--- src/rtl/ssd_scan_ctrl_if.sv ---
// Bus between the scan controller and the shared combinational SSD datapath.
// The controller presents operands/opcode/enable and receives segments a..g.
interface ssd_scan_ctrl_if #(
  parameter int N = 4
);
  logic [N-1:0] ssd_a;
  logic [N-1:0] ssd_b;
  logic [1:0]   ssd_op;
  logic         ssd_en;
  logic [6:0]   seg_in;

  modport master (
    output ssd_a, ssd_b, ssd_op, ssd_en,
    input  seg_in
  );

  modport slave (
    input  ssd_a, ssd_b, ssd_op, ssd_en,
    output seg_in
  );
endinterface

--- src/rtl/ssd_scan_ctrl.sv ---
// Four-digit seven-segment scan controller: time-multiplexes one SSD datapath
// over four host-written slots and drives one active-low anode at a time.
module ssd_scan_ctrl #(
  parameter int N     = 4,
  parameter int DWELL = 1000
) (
  input  logic            clk,
  input  logic            rst_n,
  input  logic            run,
  input  logic            wr_en,
  input  logic            clr_en,
  input  logic [1:0]      wr_slot,
  input  logic [N-1:0]    wr_a,
  input  logic [N-1:0]    wr_b,
  input  logic [1:0]      wr_op,
  ssd_scan_ctrl_if.master ssd,
  output logic [6:0]      seg_out,
  output logic [3:0]      an,
  output logic            frame_done
);

  typedef enum logic [1:0] {S_OFF, S_DRIVE, S_LATCH, S_DWELL} state_t;

  localparam logic [15:0] DWELL_LAST = 16'(DWELL - 1);

  logic [3:0]   slot_valid;
  logic [N-1:0] slot_a  [4];
  logic [N-1:0] slot_b  [4];
  logic [1:0]   slot_op [4];

  // Write beats clear on the same slot, so a collision leaves the slot valid.
  genvar gi;
  generate
    for (gi = 0; gi < 4; gi++) begin : g_slot
      logic         valid_reg;
      logic [N-1:0] a_reg;
      logic [N-1:0] b_reg;
      logic [1:0]   op_reg;
      logic         hit;

      assign hit = (wr_slot == 2'(gi));

      always_ff @(posedge clk) begin
        if (!rst_n) begin
          valid_reg <= 1'b0;
          a_reg     <= '0;
          b_reg     <= '0;
          op_reg    <= '0;
        end else if (wr_en && hit) begin
          valid_reg <= 1'b1;
          a_reg     <= wr_a;
          b_reg     <= wr_b;
          op_reg    <= wr_op;
        end else if (clr_en && hit) begin
          valid_reg <= 1'b0;
        end
      end

      assign slot_valid[gi] = valid_reg;
      assign slot_a[gi]     = a_reg;
      assign slot_b[gi]     = b_reg;
      assign slot_op[gi]    = op_reg;
    end
  endgenerate

  state_t       state_reg, state_next;
  logic [1:0]   idx_reg, idx_next;
  logic [15:0]  cnt_reg, cnt_next;
  logic [3:0]   an_reg, an_next;
  logic [6:0]   seg_out_reg, seg_out_next;
  logic         frame_done_reg, frame_done_next;
  logic [N-1:0] ssd_a_reg, ssd_a_next;
  logic [N-1:0] ssd_b_reg, ssd_b_next;
  logic [1:0]   ssd_op_reg, ssd_op_next;
  logic         ssd_en_reg, ssd_en_next;

  always_comb begin
    state_next      = state_reg;
    idx_next        = idx_reg;
    cnt_next        = cnt_reg;
    seg_out_next    = seg_out_reg;
    ssd_a_next      = ssd_a_reg;
    ssd_b_next      = ssd_b_reg;
    ssd_op_next     = ssd_op_reg;
    ssd_en_next     = ssd_en_reg;

    case (state_reg)
      S_OFF: begin
        if (run) begin
          state_next = S_DRIVE;
          idx_next   = 2'd0;
        end
      end
      S_DRIVE: begin
        state_next  = S_LATCH;
        ssd_a_next  = slot_a[idx_reg];
        ssd_b_next  = slot_b[idx_reg];
        ssd_op_next = slot_op[idx_reg];
        ssd_en_next = slot_valid[idx_reg];
      end
      S_LATCH: begin
        state_next   = S_DWELL;
        cnt_next     = '0;
        seg_out_next = ssd.seg_in;
      end
      S_DWELL: begin
        if (cnt_reg == DWELL_LAST) begin
          state_next = S_DRIVE;
          idx_next   = idx_reg + 2'd1;
        end else begin
          cnt_next = cnt_reg + 16'd1;
        end
      end
      default: state_next = S_OFF;
    endcase

    // Dropping run blanks the display from any state and rewinds to slot 0.
    if (!run) begin
      state_next   = S_OFF;
      idx_next     = 2'd0;
      cnt_next     = '0;
      seg_out_next = '0;
      ssd_en_next  = 1'b0;
    end

    an_next = 4'hF;
    if (state_next == S_DWELL) begin
      an_next = ~(4'b0001 << idx_next);
    end
    frame_done_next = (state_next == S_DWELL) && (idx_next == 2'd3) &&
                      (cnt_next == DWELL_LAST);
  end

  always_ff @(posedge clk) begin
    if (!rst_n) begin
      state_reg      <= S_OFF;
      idx_reg        <= 2'd0;
      cnt_reg        <= '0;
      an_reg         <= 4'hF;
      seg_out_reg    <= '0;
      frame_done_reg <= 1'b0;
      ssd_a_reg      <= '0;
      ssd_b_reg      <= '0;
      ssd_op_reg     <= '0;
      ssd_en_reg     <= 1'b0;
    end else begin
      state_reg      <= state_next;
      idx_reg        <= idx_next;
      cnt_reg        <= cnt_next;
      an_reg         <= an_next;
      seg_out_reg    <= seg_out_next;
      frame_done_reg <= frame_done_next;
      ssd_a_reg      <= ssd_a_next;
      ssd_b_reg      <= ssd_b_next;
      ssd_op_reg     <= ssd_op_next;
      ssd_en_reg     <= ssd_en_next;
    end
  end

  assign ssd.ssd_a  = ssd_a_reg;
  assign ssd.ssd_b  = ssd_b_reg;
  assign ssd.ssd_op = ssd_op_reg;
  assign ssd.ssd_en = ssd_en_reg;
  assign seg_out    = seg_out_reg;
  assign an         = an_reg;
  assign frame_done = frame_done_reg;

endmodule

--- src/flat_wrapper.sv ---
// flat-port wrapper written by rule: the top's interface ports become plain ports
module ssd_scan_ctrl_flat 
#(
  parameter int N     = 4,
  parameter int DWELL = 1000
)
  (clk, rst_n, run, wr_en, clr_en, wr_slot, wr_a, wr_b, wr_op, seg_out, an, frame_done, ssd_ssd_a, ssd_ssd_b, ssd_ssd_op, ssd_ssd_en, ssd_seg_in);
  ssd_scan_ctrl_if #(.N(N)) ssd_i ();
  input  logic clk;
  input  logic rst_n;
  input  logic run;
  input  logic wr_en;
  input  logic clr_en;
  input  logic [1:0] wr_slot;
  input  logic [N-1:0] wr_a;
  input  logic [N-1:0] wr_b;
  input  logic [1:0] wr_op;
  output logic [6:0] seg_out;
  output logic [3:0] an;
  output logic frame_done;
  output wire logic [$bits(ssd_i.ssd_a)-1:0] ssd_ssd_a;
  output wire logic [$bits(ssd_i.ssd_b)-1:0] ssd_ssd_b;
  output wire logic [$bits(ssd_i.ssd_op)-1:0] ssd_ssd_op;
  output wire logic [$bits(ssd_i.ssd_en)-1:0] ssd_ssd_en;
  input wire logic [$bits(ssd_i.seg_in)-1:0] ssd_seg_in;
  assign ssd_ssd_a = ssd_i.ssd_a;
  assign ssd_ssd_b = ssd_i.ssd_b;
  assign ssd_ssd_op = ssd_i.ssd_op;
  assign ssd_ssd_en = ssd_i.ssd_en;
  assign ssd_i.seg_in = ssd_seg_in;
  ssd_scan_ctrl #(.N(N), .DWELL(DWELL)) u_core (.clk(clk), .rst_n(rst_n), .run(run), .wr_en(wr_en), .clr_en(clr_en), .wr_slot(wr_slot), .wr_a(wr_a), .wr_b(wr_b), .wr_op(wr_op), .ssd(ssd_i), .seg_out(seg_out), .an(an), .frame_done(frame_done));
endmodule
--- config.mk ---
export PLATFORM = sky130hd
export DESIGN_NAME = ssd_scan_ctrl_flat
export DESIGN_NICKNAME = d
export VERILOG_FILES = /design/src/rtl/ssd_scan_ctrl_if.sv /design/src/rtl/ssd_scan_ctrl.sv /design/src/flat_wrapper.sv
export SDC_FILE = /design/constraint.sdc
export NUM_CORES = 1
export LEC_CHECK = 0
export ABC_AREA = 1
export CELL_PAD_IN_SITES_DETAIL_PLACEMENT = 2
export CELL_PAD_IN_SITES_GLOBAL_PLACEMENT = 2
export CORE_MARGIN = 4
export CORE_UTILIZATION = 31
export CTS_CLUSTER_DIAMETER = 50
export DETAILED_ROUTE_END_ITERATION = 10
export PLACE_DENSITY = 0.74
export SKIP_CTS_REPAIR_TIMING = 1
export SYNTH_ARGS = -nofsm -noshare
export SYNTH_HDL_FRONTEND = slang
export SYNTH_SLANG_ARGS = --single-unit
--- constraint.sdc ---
create_clock -name clk -period 2.1 [get_ports clk]
set_input_delay 0.525 -clock clk [delete_from_list [all_inputs] [get_ports clk]]
set_output_delay 0.525 -clock clk [all_outputs]
set_load 0.1 [all_outputs]
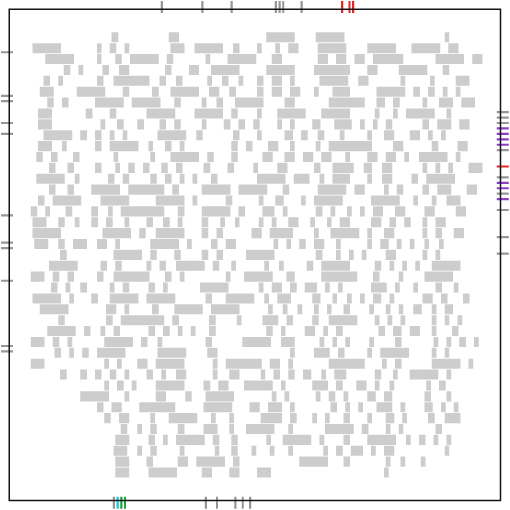
(images/io_placement.png)
(4 px per µm) Pins as bars across the die edge, other pins in grey.
Key: wr_en = cyan [pins 1, direction input, edge bottom]; an = red [pins 4, direction output, edge 3 top, 1 right]; ssd_seg_in = purple [pins 7, direction input, edge right]; wr_slot = green [pins 2, direction input, edge bottom]
total of buffers placed on input and output ports: 46
overall die width: 122 µm
Die Y: 122 µm

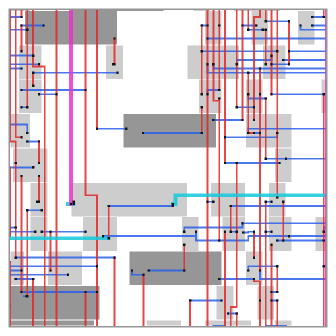
(images/detail.png)
Region (49, 24) to (74, 49) µm. Cells in grey, sequential cells in the stronger grey; small squares are vias.
Key: metal 1 = blue; metal 2 = red; metal 4 = magenta; metal 3 = cyan
Most frequent: inv_1 (6), nand2_1 (4), dfxtp_1 (4). Netlist names of flops here include u_core.cnt_reg (2). 32 logic cells have their middle in the window. Sequential cells in the window: 4.

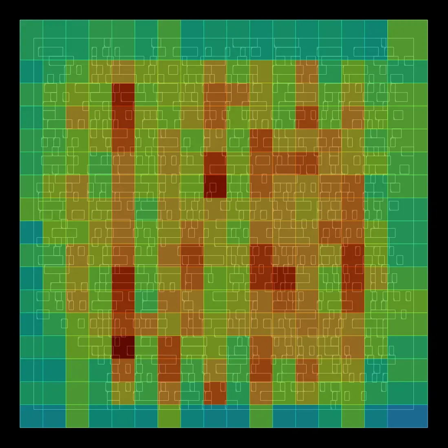
(images/congestion.png)
Layout Utilization: 0.409
Global Route met3 Usage: 0.0258
detail-routed net length per standard cell: 17.5 µm
layer with the highest usage: met2
Tot GR Track Use: 0.199

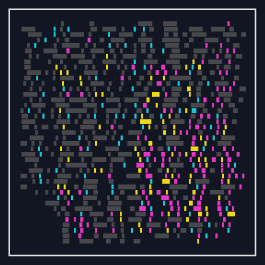
(images/logic_types.png)
(2 px per µm)
Key: inverters = cyan [cells 77, where all over the die]; NAND gates = magenta [cells 141]; NOR gates = yellow [cells 83]
fraction of area in multi-input gates: 0.368
most common cell after layout, fill and taps aside: sky130_fd_sc_hd__dfxtp_1
non-filler cells, final: 813

==> results.cfg <==
; generated from flow reports
[global_routing]
antenna_violations_before_repair = 0
grt_first_pass_wirelength_mm = 23.0
grt_max_degree = 38

[synthesis]
post_synthesis_share_of_cell_area_spent_on_and_or_and_or_and_gates = 0.194
topCellsByArea = sky130_fd_sc_hd__dfxtp_1 (43%), sky130_fd_sc_hd__a21oi_1 (8.1%), sky130_fd_sc_hd__o21ai_0 (8.0%)
synth.lib_cells_used.distinct = 34
synth-async-reset-ratio = 0
post_synth.cell_area_avg_um2 = 7.07
synthCells = 574
yosys.stat.chipArea_um2 = 4060
netlist.area_leader.share = 0.429
synth.cellmix.simpleShare = 0.254
synthDominantAreaCellType = sky130_fd_sc_hd__dfxtp_1

[hold_path]
worstHoldPathType = flop to flop
hold_path_startpoint = u_core.g_slot[3].b_reg[3]

[layout]
layout_top_cells_excl_fill_tap = sky130_fd_sc_hd__dfxtp_1 (86), sky130_fd_sc_hd__nand2_1 (77), sky130_fd_sc_hd__inv_1 (71), sky130_fd_sc_hd__nor2_1 (67), sky130_fd_sc_hd__a21oi_1 (66)
fillCellCount = 1534

[pwr]
power.density_nw_per_um2 = 783
p_sw_w = 0.00104
p_sw_frac = 0.255

[drt]
routed_via_density = 4.98
totalWireLength_mm = 14.2

[clock_network]
clk_pin_slew_worst_paths_ns = 0.07
tritoncts = built

[worst_setup_path]
worst_r2r_path_depth = 12
critical_path.endpoint = u_core.frame_done
max_stage_delay_ns = 0.37

[placement]
detailedPlace.worstSlack_ns = -0.0250

[floorplan]
share_of_the_core_filled_by_cells_before_placement = 0.319
core_um2 = 12700

[timing]
post_route_minimum_period_ns = 1.95
final-max-slew-violation-count = 0

[run_status]
status = finished, final reports clean
==> cell type report <==
type                       count  area (µm²)  share of cell area
multi-input combinational    382        1910               0.368
tap                          172         215              0.0414
sequential                    87        1740               0.335
clock inverter                 7         120              0.0231
inverter                      77         293              0.0563
timing repair buffer          79         688               0.132
clock buffer                   9         225              0.0433
==> routing by layer <==
metal,global-route usage,part of all wire
met5,0,0
met1,0.228,0.43
met3,0.0258,0.026
met2,0.370,0.53
met4,0.0840,0.022
==> power groups by stage <==
stage	combinational, W	sequential [W]	clock, W
finish	0.000449	0.00175	0.00187
global route	0.000490	0.00175	0.00199
CTS	0.000450	0.00175	0.00191
detailed placement	0.000446	0.00178	0
global placement	0.000430	0.00178	0
floorplan	0.000167	0.00188	0
Power is estimated from default activity; no workload was simulated.
